==> config.mk <==
export PLATFORM = sky130hd
export DESIGN_NAME = mem_arbiter
export DESIGN_NICKNAME = d
export VERILOG_FILES = /design/src/rtl/mem_arbiter.sv
export SDC_FILE = /design/constraint.sdc
export NUM_CORES = 1
export LEC_CHECK = 0
export ABC_AREA = 0
export CAP_MARGIN = 5
export CORE_ASPECT_RATIO = 0.6
export CORE_UTILIZATION = 34
export CTS_CLUSTER_SIZE = 16
export DETAILED_ROUTE_END_ITERATION = 8
export PLACE_DENSITY = 0.71
export SYNTH_ARGS = -nofsm -noshare
export SYNTH_HDL_FRONTEND = slang
export SYNTH_SLANG_ARGS = --single-unit
==> constraint.sdc <==
create_clock -name clk -period 4.3 [get_ports clk]
set_clock_uncertainty 0.2 [all_clocks]
set_input_delay 1.075 -clock clk [delete_from_list [all_inputs] [get_ports clk]]
set_output_delay 1.075 -clock clk [all_outputs]
set_load 0.05 [all_outputs]
==> src/rtl/mem_arbiter.sv <==
// Round-robin two-port arbiter that sequences single accesses onto a shared
// single-port memory; port 0 is instruction side, port 1 is data side.
module mem_arbiter #(
    parameter int unsigned ADDR_W = 16,
    parameter int unsigned DATA_W = 32
) (
    input  logic              clk,
    input  logic              reset,
    input  logic              req0,
    input  logic              req1,
    input  logic              we0,
    input  logic              we1,
    input  logic [ADDR_W-1:0] addr0,
    input  logic [ADDR_W-1:0] addr1,
    input  logic [DATA_W-1:0] wdata0,
    input  logic [DATA_W-1:0] wdata1,
    output logic              ack0,
    output logic              ack1,
    output logic [DATA_W-1:0] rdata0,
    output logic [DATA_W-1:0] rdata1,
    output logic              mem_enable,
    output logic              mem_R_W,
    output logic [ADDR_W-1:0] mem_Address,
    output logic [DATA_W-1:0] mem_D_In,
    input  logic [DATA_W-1:0] mem_D_Out,
    output logic              busy
);

    typedef enum logic [1:0] {IDLE, ACCESS, DONE} state_t;

    state_t            state, state_nxt;
    logic              grant, grant_nxt;
    logic              last_grant, last_grant_nxt;
    logic              ack0_nxt, ack1_nxt, en_nxt, rw_nxt, busy_nxt;
    logic [ADDR_W-1:0] addr_nxt;
    logic [DATA_W-1:0] din_nxt, rdata0_nxt, rdata1_nxt;

    // Next-state, arbitration and next values of every registered output.
    always_comb begin
        state_nxt      = state;
        grant_nxt      = grant;
        last_grant_nxt = last_grant;
        ack0_nxt       = 1'b0;
        ack1_nxt       = 1'b0;
        en_nxt         = 1'b0;
        rw_nxt         = 1'b1;
        busy_nxt       = busy;
        addr_nxt       = mem_Address;
        din_nxt        = mem_D_In;
        rdata0_nxt     = rdata0;
        rdata1_nxt     = rdata1;
        case (state)
            IDLE: begin
                if (req0 || req1) begin
                    // Contention goes to the port that did not win last time.
                    if (req0 && req1) grant_nxt = ~last_grant;
                    else              grant_nxt = req1;
                    state_nxt = ACCESS;
                    en_nxt    = 1'b1;
                    busy_nxt  = 1'b1;
                    rw_nxt    = grant_nxt ? ~we1 : ~we0;
                    addr_nxt  = grant_nxt ? addr1 : addr0;
                    din_nxt   = grant_nxt ? wdata1 : wdata0;
                end
            end
            ACCESS: begin
                state_nxt      = DONE;
                last_grant_nxt = grant;
                ack0_nxt       = ~grant;
                ack1_nxt       = grant;
                if (mem_R_W) begin
                    if (grant) rdata1_nxt = mem_D_Out;
                    else       rdata0_nxt = mem_D_Out;
                end
            end
            DONE: begin
                state_nxt = IDLE;
                busy_nxt  = 1'b0;
            end
            default: begin
                state_nxt = IDLE;
                busy_nxt  = 1'b0;
            end
        endcase
    end

    always_ff @(posedge clk) begin
        if (reset) begin
            state       <= IDLE;
            grant       <= 1'b0;
            last_grant  <= 1'b1;
            ack0        <= 1'b0;
            ack1        <= 1'b0;
            mem_enable  <= 1'b0;
            mem_R_W     <= 1'b1;
            busy        <= 1'b0;
            mem_Address <= '0;
            mem_D_In    <= '0;
            rdata0      <= '0;
            rdata1      <= '0;
        end else begin
            state       <= state_nxt;
            grant       <= grant_nxt;
            last_grant  <= last_grant_nxt;
            ack0        <= ack0_nxt;
            ack1        <= ack1_nxt;
            mem_enable  <= en_nxt;
            mem_R_W     <= rw_nxt;
            busy        <= busy_nxt;
            mem_Address <= addr_nxt;
            mem_D_In    <= din_nxt;
            rdata0      <= rdata0_nxt;
            rdata1      <= rdata1_nxt;
        end
    end

endmodule

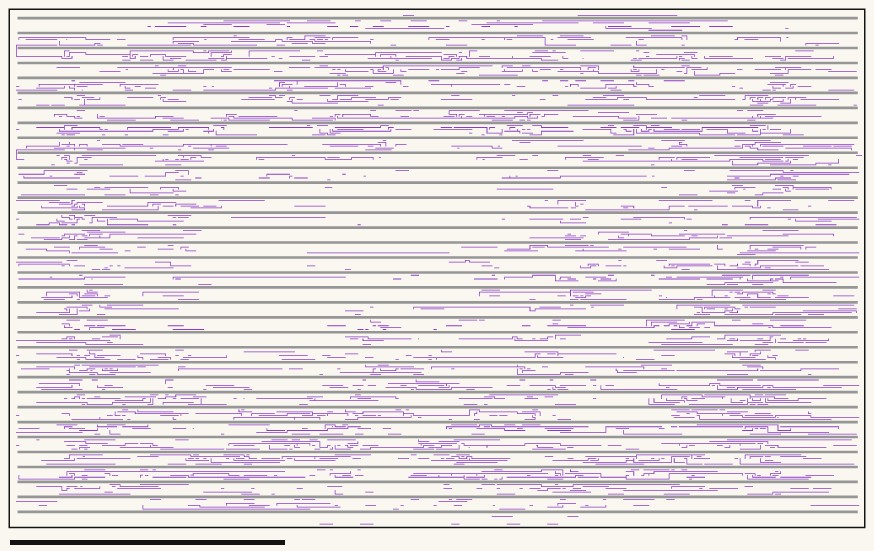
Figure 1: the metal 1 layer.
The bar under the picture is 50 um long. Supply wires on this layer in grey.
The layer carries 7,020 um of wire. The layer holds 44% of the routed length. 810 nets have wire on it. The wires run mostly horizontal. The longest straight run is 39.6 um.

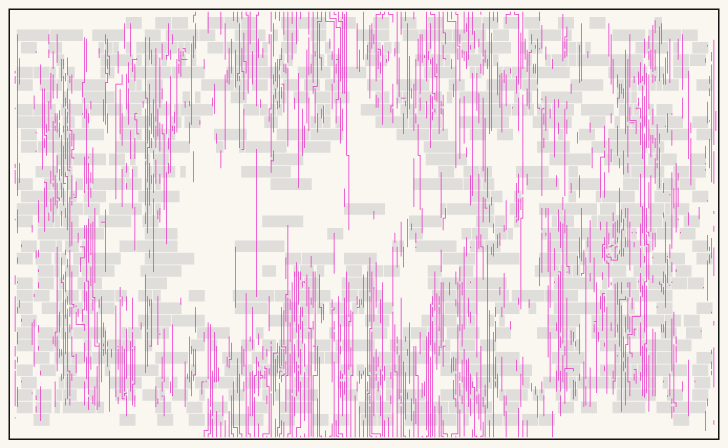
Figure 2: signal wires on met2.
Cells faint in the background.
The layer carries 7,240 um of wire. 777 nets have wire on it. The layer holds 46% of the routed length. The longest straight run is 36.2 um.

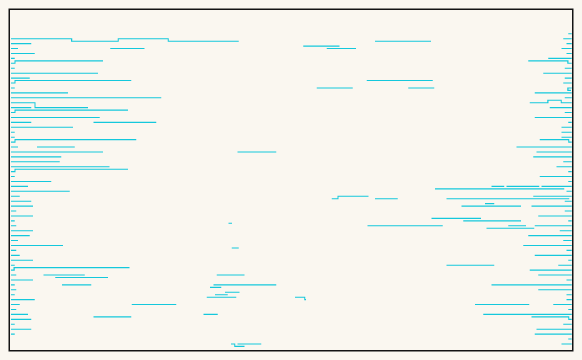
Figure 3: M3 wires.
The layer carries 1,450 um of wire. The longest straight run is 41.2 um. 148 nets have wire on it. The layer holds 9.2% of the routed length. The wires run mostly horizontal.

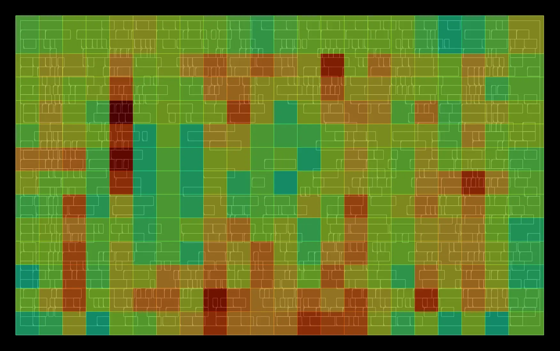
Figure 4: track usage over the die.
post-route core utilization: 59.0%
routed wire length per instance: 15.6 um

==> run_summary.xml <==
<?xml version="1.0" encoding="UTF-8"?>
<metrics>
  <group name="outcome">
    <metric name="run_status" unit="">completed</metric>
  </group>
  <group name="synth">
    <metric name="synth.cell_area" unit="um^2">4790</metric>
    <metric name="ys_sh_xor" unit="%">0</metric>
    <metric name="syn-mean-instance-area" unit="um^2">8.19</metric>
    <metric name="synth_flops" unit="">121</metric>
    <metric name="synth_seq_share" unit="%">50.6</metric>
    <metric name="simple_gate_share" unit="%">20.1</metric>
    <metric name="post_synth_mux_area_share" unit="%">0.209</metric>
  </group>
  <group name="detailed_routing">
    <metric name="met2_wirelength" unit="mm">7.24</metric>
    <metric name="ant_nets" unit="">0</metric>
    <metric name="drt_first_iter_violations" unit="">195</metric>
    <metric name="maxUsedRoutingLayer" unit="">met4</metric>
  </group>
  <group name="layout">
    <metric name="sequential_cell_area" unit="um^2">2420</metric>
    <metric name="n_fill_cell" unit="">1188</metric>
  </group>
  <group name="worst_setup_path">
    <metric name="required_time_reported_for_the_critical_path_endpoint" unit="ns">4.34</metric>
    <metric name="path_depth" unit="">4</metric>
    <metric name="crit_chain" unit="">clkdlybuf4s50_1 &gt; or2_2 &gt; and2_4 &gt; a311oi_1</metric>
    <metric name="critical_r2r_launch" unit="">state[1]</metric>
    <metric name="worst_ep_arrival_time" unit="ns">2.96</metric>
  </group>
  <group name="floorplanning">
    <metric name="fp_util" unit="%">34.9</metric>
    <metric name="placementRows" unit="">33</metric>
    <metric name="die_area" unit="um^2">14600</metric>
  </group>
  <group name="placed_design">
    <metric name="dpl_cell_area" unit="um^2">7370</metric>
    <metric name="dp.final_hpwl" unit="mm">10.8</metric>
  </group>
  <group name="power_and_ir_drop">
    <metric name="power_density" unit="nW/um^2">474</metric>
    <metric name="finalPower" unit="mW">3.83</metric>
  </group>
  <group name="sta">
    <metric name="tns" unit="ns">0</metric>
    <metric name="tightestPinTransition" unit="ns">0.985</metric>
  </group>
  <group name="global_routing">
    <metric name="globalRouteMet1Util" unit="%">26.8</metric>
    <metric name="number_of_antenna_violations_at_the_first_check_in_global_routing" unit="">0</metric>
  </group>
  <group name="clocking">
    <metric name="tritoncts.num_buffers" unit="">17</metric>
    <metric name="cts_hold_repair.buffers" unit="">0</metric>
    <metric name="cts_htree_levels" unit="">4</metric>
  </group>
  <group name="run">
    <metric name="log.warning_count" unit="">26</metric>
  </group>
</metrics>
[tightest hold or removal path: stages, from the launching register on]
cell and delay [ns]:
dfxtp_1 0.31, nand2_1 0.05, a21oi_1 0.05
[cells in the mapped netlist]
master,n,area (um^2)
mux2i_1,1,10.0
a21oi_1,114,571
nand4b_1,1,8.76
and4b_1,1,10.0
buf_4,1,7.51
and4bb_2,1,12.5
nor2_2,1,6.26
or2_1,1,6.26
a311oi_2,20,300
nor2_1,3,11.3
buf_2,10,50.1
and2_4,1,8.76
nand2_1,228,856
nand2b_1,3,18.8
clkbuf_1,40,150
buf_6,3,33.8
nand4bb_1,1,11.3
and2_1,1,6.26
dfxtp_1,121,2420
a311oi_1,28,245
a21bo_2,2,20.0
a21boi_2,1,11.3
nor3_1,1,5.00
a211o_1,1,8.76
[path summary, 6_finish.rpt]
| kind | slack, ns | to |
|---|---|---|
| worst max-delay path | 1.37 | mem_D_In[19] |
| worst max register to register | 2.08 | mem_D_In[19] |
| worst min register to register | 0.25 | rdata0[15] |
| worst min-delay path | 0.25 | rdata0[15] |
[state kept, by name, indices dropped and copies added, names as in the netlist, 2 cells and up]
register / count
mem_D_In: 32
state: 2
rdata0: 32
rdata1: 32
mem_Address: 16
[kinds of logic after synthesis]
logic type	after synthesis
AOI/OAI and AO/OA	166
muxes	1
DFF	121
and+or+nand+nor	243
buffers and inverters	54
[cell type report]
type                            instances  area share, %
Sequential cell                       121           30.0
Tap cell                              192           2.97
Multi-Input combinational cell        410           26.5
Clock buffer                           22           5.99
Timing Repair Buffer                  257           31.7
Clock inverter                         10           2.92
[where the power goes]
part           internal, mW  switching [mW]
registers              1.21          0.0487
logic                 0.329           0.523
clock network          1.21           0.511
total                  2.75            1.08
Power is estimated from default activity; no workload was simulated.
